`src/rtl/darkbus_pkg.sv`:
```
// Shared types and constants for the two-master darkbus arbiter.
package darkbus_pkg;

  typedef logic [1:0] arb_state_t;

  localparam arb_state_t ARB_IDLE = 2'd0;
  localparam arb_state_t ARB_GNT0 = 2'd1;
  localparam arb_state_t ARB_GNT1 = 2'd2;
  localparam arb_state_t ARB_DONE = 2'd3;

  localparam logic [31:0] ARB_ERR_DATA    = 32'hFFFF_FFFF;
  localparam int unsigned ARB_TIMEOUT_DEF = 255;
  localparam int unsigned ARB_WDOG_W      = 10;

  // Request payload presented by a master and forwarded to the shared bus.
  typedef struct packed {
    logic        rw;
    logic [3:0]  be;
    logic [31:0] addr;
    logic [31:0] wdata;
  } bus_req_t;

endpackage

```
`src/rtl/darkbus_wdog.sv`:
```
// Grant watchdog: counts grant cycles without slave completion.
module darkbus_wdog
  import darkbus_pkg::*;
#(
  parameter int unsigned TIMEOUT = ARB_TIMEOUT_DEF
) (
  input  logic clk,
  input  logic res,
  input  logic clr,
  input  logic inc,
  output logic expired
);

  logic [ARB_WDOG_W-1:0] cnt_q, cnt_d;
  logic                  expired_q, expired_d;

  // expired flags the cycle whose increment would make the count reach TIMEOUT.
  always_comb begin
    cnt_d = cnt_q;
    if (clr) begin
      cnt_d = '0;
    end else if (inc) begin
      cnt_d = cnt_q + ARB_WDOG_W'(1);
    end
    expired_d = (cnt_d == ARB_WDOG_W'(TIMEOUT - 1));
  end

  always_ff @(posedge clk) begin
    if (res) begin
      cnt_q     <= '0;
      expired_q <= (TIMEOUT == 1);
    end else begin
      cnt_q     <= cnt_d;
      expired_q <= expired_d;
    end
  end

  assign expired = expired_q;

endmodule

```
`src/rtl/darkbus_arbiter.sv`:
```
// Two-master (data/fetch) round-robin arbiter onto a single shared darkbus slave
// with a per-grant watchdog that forces an error completion.
module darkbus_arbiter
  import darkbus_pkg::*;
#(
  parameter int unsigned TIMEOUT = ARB_TIMEOUT_DEF
) (
  input  logic        clk,
  input  logic        res,
  input  logic        m0_en,
  input  logic        m0_rw,
  input  logic [3:0]  m0_be,
  input  logic [31:0] m0_addr,
  input  logic [31:0] m0_wdata,
  output logic [31:0] m0_rdata,
  output logic        m0_valid,
  output logic        m0_err,
  input  logic        m1_en,
  input  logic        m1_rw,
  input  logic [3:0]  m1_be,
  input  logic [31:0] m1_addr,
  input  logic [31:0] m1_wdata,
  output logic [31:0] m1_rdata,
  output logic        m1_valid,
  output logic        m1_err,
  output logic        s_en,
  output logic        s_rw,
  output logic [3:0]  s_be,
  output logic [31:0] s_addr,
  output logic [31:0] s_wdata,
  input  logic [31:0] s_rdata,
  input  logic        s_valid
);

  arb_state_t  state_q, state_d;
  logic        last_gnt_q, last_gnt_d;
  logic        s_en_q, s_en_d;
  logic        m0_valid_q, m0_valid_d, m1_valid_q, m1_valid_d;
  logic        m0_err_q, m0_err_d, m1_err_q, m1_err_d;
  logic [31:0] m0_rdata_q, m0_rdata_d, m1_rdata_q, m1_rdata_d;
  logic        wd_clr, wd_inc, wd_expired;
  bus_req_t    m0_req, m1_req, s_req;

  darkbus_wdog #(.TIMEOUT(TIMEOUT)) u_wdog (
    .clk     (clk),
    .res     (res),
    .clr     (wd_clr),
    .inc     (wd_inc),
    .expired (wd_expired)
  );

  assign m0_req = {m0_rw, m0_be, m0_addr, m0_wdata};
  assign m1_req = {m1_rw, m1_be, m1_addr, m1_wdata};

  // Shared bus carries the granted master's request, zero otherwise.
  always_comb begin
    s_req = '0;
    case (state_q)
      ARB_GNT0: s_req = m0_req;
      ARB_GNT1: s_req = m1_req;
      default:  s_req = '0;
    endcase
  end

  always_comb begin
    state_d    = state_q;
    last_gnt_d = last_gnt_q;
    wd_clr     = 1'b0;
    wd_inc     = 1'b0;
    m0_valid_d = 1'b0;
    m1_valid_d = 1'b0;
    m0_err_d   = 1'b0;
    m1_err_d   = 1'b0;
    m0_rdata_d = m0_rdata_q;
    m1_rdata_d = m1_rdata_q;
    case (state_q)
      ARB_IDLE: begin
        if (m0_en && (!m1_en || last_gnt_q)) begin
          state_d    = ARB_GNT0;
          last_gnt_d = 1'b0;
          wd_clr     = 1'b1;
        end else if (m1_en) begin
          state_d    = ARB_GNT1;
          last_gnt_d = 1'b1;
          wd_clr     = 1'b1;
        end
      end
      ARB_GNT0, ARB_GNT1: begin
        // A slave response wins over a simultaneous watchdog expiry.
        if (s_valid || wd_expired) begin
          state_d = ARB_DONE;
          if (state_q == ARB_GNT0) begin
            m0_valid_d = 1'b1;
            m0_err_d   = !s_valid;
            if (!s_valid) begin
              m0_rdata_d = ARB_ERR_DATA;
            end else if (!s_req.rw) begin
              m0_rdata_d = s_rdata;
            end
          end else begin
            m1_valid_d = 1'b1;
            m1_err_d   = !s_valid;
            if (!s_valid) begin
              m1_rdata_d = ARB_ERR_DATA;
            end else if (!s_req.rw) begin
              m1_rdata_d = s_rdata;
            end
          end
        end else begin
          wd_inc = 1'b1;
        end
      end
      default: state_d = ARB_IDLE;
    endcase
    s_en_d = (state_d == ARB_GNT0) || (state_d == ARB_GNT1);
  end

  always_ff @(posedge clk) begin
    if (res) begin
      state_q    <= ARB_IDLE;
      last_gnt_q <= 1'b1;
      s_en_q     <= 1'b0;
      m0_valid_q <= 1'b0;
      m1_valid_q <= 1'b0;
      m0_err_q   <= 1'b0;
      m1_err_q   <= 1'b0;
      m0_rdata_q <= '0;
      m1_rdata_q <= '0;
    end else begin
      state_q    <= state_d;
      last_gnt_q <= last_gnt_d;
      s_en_q     <= s_en_d;
      m0_valid_q <= m0_valid_d;
      m1_valid_q <= m1_valid_d;
      m0_err_q   <= m0_err_d;
      m1_err_q   <= m1_err_d;
      m0_rdata_q <= m0_rdata_d;
      m1_rdata_q <= m1_rdata_d;
    end
  end

  assign s_en     = s_en_q;
  assign s_rw     = s_req.rw;
  assign s_be     = s_req.be;
  assign s_addr   = s_req.addr;
  assign s_wdata  = s_req.wdata;
  assign m0_valid = m0_valid_q;
  assign m1_valid = m1_valid_q;
  assign m0_err   = m0_err_q;
  assign m1_err   = m1_err_q;
  assign m0_rdata = m0_rdata_q;
  assign m1_rdata = m1_rdata_q;

endmodule
```
`config.mk`:
```
export PLATFORM = sky130hd
export DESIGN_NAME = darkbus_arbiter
export DESIGN_NICKNAME = d
export VERILOG_FILES = /design/src/rtl/darkbus_pkg.sv /design/src/rtl/darkbus_wdog.sv /design/src/rtl/darkbus_arbiter.sv
export SDC_FILE = /design/constraint.sdc
export NUM_CORES = 1
export LEC_CHECK = 0
export CAP_MARGIN = 40
export CORE_AREA = 2 2 120 122
export CTS_CLUSTER_DIAMETER = 50
export CTS_CLUSTER_SIZE = 8
export DETAILED_ROUTE_END_ITERATION = 10
export DIE_AREA = 0 0 122 124
export PLACE_DENSITY_LB_ADDON = 0.3
export SKIP_CTS_REPAIR_TIMING = 1
export SYNTH_ARGS = -nofsm -noshare
export SYNTH_HDL_FRONTEND = slang
export SYNTH_HIERARCHICAL = 1
export SYNTH_SLANG_ARGS = --single-unit
```
`constraint.sdc`:
```
create_clock -name clk -period 3.6 [get_ports clk]
set_clock_uncertainty 0.05 [all_clocks]
set_input_delay 0.72 -clock clk [delete_from_list [all_inputs] [get_ports clk]]
set_output_delay 0.72 -clock clk [all_outputs]
set_load 0.02 [all_outputs]
```
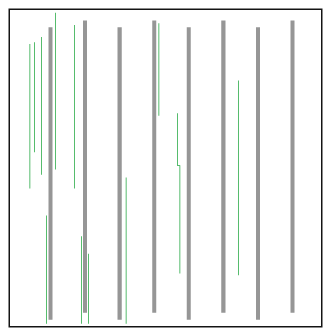
**Above:** run 1 (met4 routing).
Supply wires on this layer in gray.
The layer holds 3.6% of the routed length. The longest straight run is 76.2 um. 11 nets have wire on it.
Vias: 5040
Total Routed Length: 17.3 mm

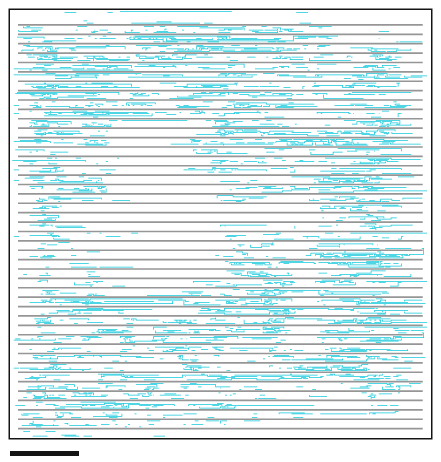
**Above:** run 1 (the metal 1 layer).
Bar = 20 um. Supply wires on this layer in gray.
842 nets have wire on it. The layer carries 6520 um of wire. The wires run mostly horizontal. The longest straight run is 36.8 um. The layer holds 38% of the routed length.
met1 capacity usage during global routing: 0.248

==> run notes, run 1 <==
The portion of the clock cycle consumed by the worst path in the final layout was 0.921; the layout clock buffer count was 13. The net count of the finished layout is 991. The sequential area share after synthesis is 0.360. Number of flops mapped to enable cells by yosys: 0. The via count of the first global-routing pass was 4893. Type of element capturing the critical path: a primary output. The run gives 0 as the total DRC errors in the routed layout. The run gives 0.0956 for the proportion of layout cells with a drive suffix above 1. The run finished with clean final reports. Per the post-route antenna check, the number of violating nets is 0. The floorplan step defined a core boundary enclosing 13700 sq um.

The flow measured a signed area growth from synthesis to layout of 76.2%. The run gives 83 for the flip-flop and latch count after synthesis. The net switching power in the latest report is 2.44 mW. TritonCTS built the clock tree.

Based on the critical path, the design can be clocked at up to 0.301 GHz. The area of the synthesized netlist per yosys stat is 4620 sq um. The skew report gives the latency at the later pin of the worst-skew pair as 0.33 ns. Total routing resource utilization after global routing: 0.215. In the layout the commonest cells are 311 x clkdlybuf4s50_1, 103 x nor2b_1, 83 x dfxtp_1, 74 x nor2_1, 69 x a22oi_1. The detailed router reports a met2 wire length of 8.81 mm.

Pre-CTS setup slack: 0.474 ns. Endpoint of the lowest-slack register-to-register path: u_wdog/expired. The pre-placement core utilization is 0.337, and the first-pass GRT wire length is 25.4 mm. The first detailed-routing pass ran for 4 iterations. Listed in order, past its start point the critical path passes inv_1 -> ha_2 -> buf_4 -> a22oi_1 -> nor2b_1 -> clkdlybuf4s50_1.

The die covers 15100 sq um. Well tap count: 180. The simple-gate area share of the yosys netlist was 0.254. The power share of the combinational group was 0.624; the count of final setup violators was 0. The worst setup path is launched from a register.

Sum of overflow across all layers after global routing: 0. Setup repair after global routing left no endpoint under its margin. Entering global routing, the biggest net connects 72 pins. The clock root buffer master was clkbuf_16. The most congested layer reported by global routing is met2. The run gives 0.450 ns as the final hold slack. The run gives 1660 sq um for the footprint of the flip-flops and latches. The detailed placer reported the number of placed instances as 980.

The min-delay analysis places its worst path in the category reg -> reg. For the worst setup path, the data required time is 2.83 ns. The met3 layer usage reported by global route came out at 0.0453. The tool warning count for the run is 29.

The antenna cell count is 0. The highest metal layer carrying signal wires in the routed design is met4. The group that draws the most power in this run is combinational logic.

The run gives 313 for the count of boundary I/O pins. The logic gate fraction of the total cell area is 0.331. In the final design, more cell area goes to non-clock buffers than to any other class. The logs give 0 for the max-cap violation count and 701 for the number of nets in the synthesized netlist. The HPWL reported at the end of detailed placement was 13.6 mm; the number of inserted filler cells in the final layout was 1211. The fraction of area in clock buffers and inverters was 0.0346.

The tools report the worst supply voltage drop on vdd as 0.317 mV. The synthesized netlist handed to floorplanning was reported with a cell count of 521. The relative contribution of sequential cells to total power was 0.230. The main kind of combinational logic by area is AND-OR/OR-AND gates.

The final layout contains a sequential cell count of 83. Per the post-synthesis stats, the area per cell is 8.86 sq um.
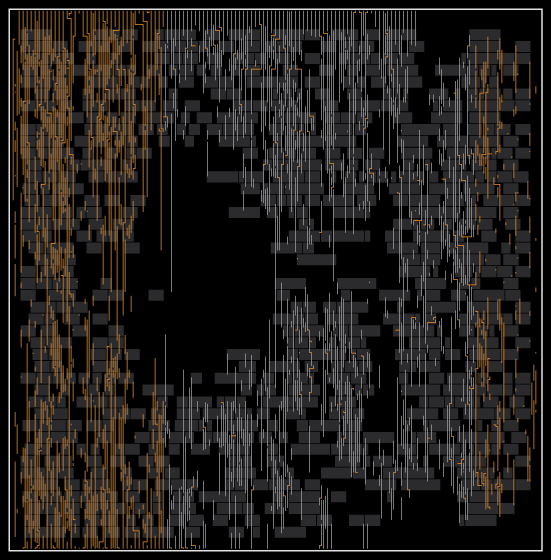
**Above:** run 1 (the metal 2 layer).
856 nets have wire on it. The layer holds 51% of the routed length.
GR Layer Usage met2: 0.379

run 1: cell usage after synthesis, types with 5 or more instances:
cell type  number  area [sq um]
buf_2           9          45.0
a211oi_1       35           263
nand2_1         6          22.5
buf_6           8          90.1
a211oi_2       29           363
nor2b_1       103           644
a22oi_1        69           518
ha_1            5          62.6
dfxtp_1        83          1660
xnor2_1         5          43.8
clkbuf_1       28           105
nor2_1         74           278
run 1: sequential cells by signal, summed over array words and instances, names as in the netlist:
register,flops
state_q,2
u_wdog/expired,1
last_gnt_q,1
m1_valid,1
m0_err,1
m1_err,1
u_wdog/cnt_q,10
m1_rdata,32
m0_rdata,32
s_en,1
m0_valid,1
==> inputs of run 2 (changes only) <==
--- a/config.mk
+++ b/config.mk
@@ -5,7 +5,6 @@
 export SDC_FILE = /design/constraint.sdc
 export NUM_CORES = 1
 export LEC_CHECK = 0
-export CAP_MARGIN = 40
 export CORE_AREA = 2 2 120 122
 export CTS_CLUSTER_DIAMETER = 50
 export CTS_CLUSTER_SIZE = 8
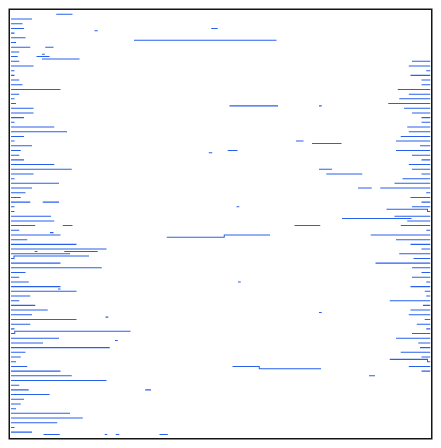
**Above:** run 2 (signal wires on met3).
The layer carries 1310 um of wire. 176 nets have wire on it.
met3 track demand over resource in global routing: 0.0453

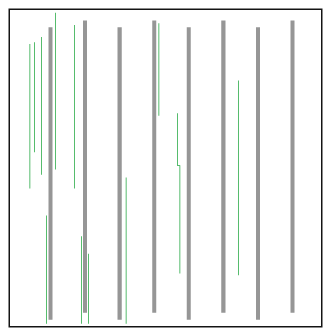
**Above:** run 2 (met4 routing).
Supply wires on this layer in gray.
The longest straight run is 76.2 um. The wires run mostly vertical. 11 nets have wire on it. The layer carries 614 um of wire.

==> run 2 against run 1 <==
Via count stayed put. Die size unchanged. Critical path depth unchanged. Maximum frequency did not move. Synthesized area stayed put. Worst setup slack is the same. Clock power is essentially flat. Cell count unchanged.
==> run notes, run 2 <==
The total routing resource utilization after global routing came out at 0.215. The most common logic cells in the final layout are 311 x clkdlybuf4s50_1, 103 x nor2b_1, 83 x dfxtp_1, 74 x nor2_1, 69 x a22oi_1. Among all cell classes, the greatest summed area belongs to non-clock buffers.

Setup repair after global routing left no endpoint under its margin. The tools report the net count of the finished layout as 991. The first TritonRoute pass finished after 4 iterations. Entering global routing, the biggest net connects 72 pins. The synthesis report lists the most area-consuming cells as dfxtp_1 36%, nor2b_1 14%, a22oi_1 11%. 313 I/O pins were placed. The run gives 4620 sq um as the area of the synthesized netlist per yosys stat. With the via count of the first global-routing pass at 4893, the maximum frequency from static timing analysis is 0.301 GHz. The synthesized design contains 83 register bits.

Per the CTS log, the root buffer master is clkbuf_16. The run gives 521 as the cell count in the Yosys report. The run gives 180 as the well tap count. For the antenna cell count, the log shows 0.

The async set-reset flop share out of synthesis was 0; the first-pass GRT wire length was 25.4 mm. The run finished with clean final reports. The final layout report lists a clock buffer count of 13. Per the run report, area growth between synthesis and finish was 76.2%. Per the power-grid run, VDD falls by no more than 0.317 mV. Area of the core region: 13700 sq um. The worst setup path is launched from a register. With the pre-CTS setup slack at 0.474 ns, the proportion of layout cells with a drive suffix above 1 is 0.0956.

Sum of overflow across all layers after global routing: 0. In this run the critical path is formed by inv_1 -> ha_2 -> buf_4 -> a22oi_1 -> nor2b_1 -> clkdlybuf4s50_1. The logs give 17.3 mm for the detailed-route wire length and 5040 for the total via count after detailed routing. The fraction of area in clock buffers and inverters was 0.0346; the total DRC errors in the routed layout was 0. Counting pins that exceed their max-slew limit in the final report gives 0. Looking at the reg2reg group, the worst path ends at u_wdog/expired. The run gives 0 as the count of final setup violators. Logic gate fraction of the total cell area: 0.331.

The main kind of combinational logic by area was AND-OR/OR-AND gates. The worst min-delay path category was reg -> reg. Synthesis produced a netlist whose cell count is 521. Flip-flop and latch count: 83. Type of element capturing the critical path: a primary output. The commonest cells after synthesis are 103 x nor2b_1, 83 x dfxtp_1, 74 x nor2_1, 69 x a22oi_1, 35 x a211oi_1. The sequential area share after synthesis is 0.360, and the number of flops mapped to enable cells by yosys is 0. Footprint of the flip-flops and latches: 1660 sq um. Counting every net in the synthesized netlist gives 701. Each instance of the synthesized netlist takes up on average 8.86 sq um. The share of the synthesized area in the top cell type came out at 0.360. Per the OpenROAD floorplan log, the area of the die is 15100 sq um.
-- run 2: where the power goes --
group | internal [mW] | switching [mW] | leakage (nW)
sequential | 1.19 | 0.156 | 0.677
combinational | 1.73 | 1.93 | 1.86
clock | 0.506 | 0.351 | 0.136
total | 3.43 | 2.44 | 2.68
-- run 2: layer usage --
layer,up-vias,share of wire,GRT usage
met3,29,0.076,0.0453
li1,2443,-,-
met2,205,0.51,0.379
met1,2363,0.38,0.248
met4,0,0.036,0.104
met5,-,0,0
-- run 2: stage by stage --
stage	total power, mW	hold WS (ns)
finish	5.87	0.450
global route	6.22	0.472
CTS	5.92	0.450
detailed placement	5.05	0.442
global placement	4.97	0.436
floorplan	3.53	0.426
Power figures rest on the tool's default switching activity, not on a simulated workload.
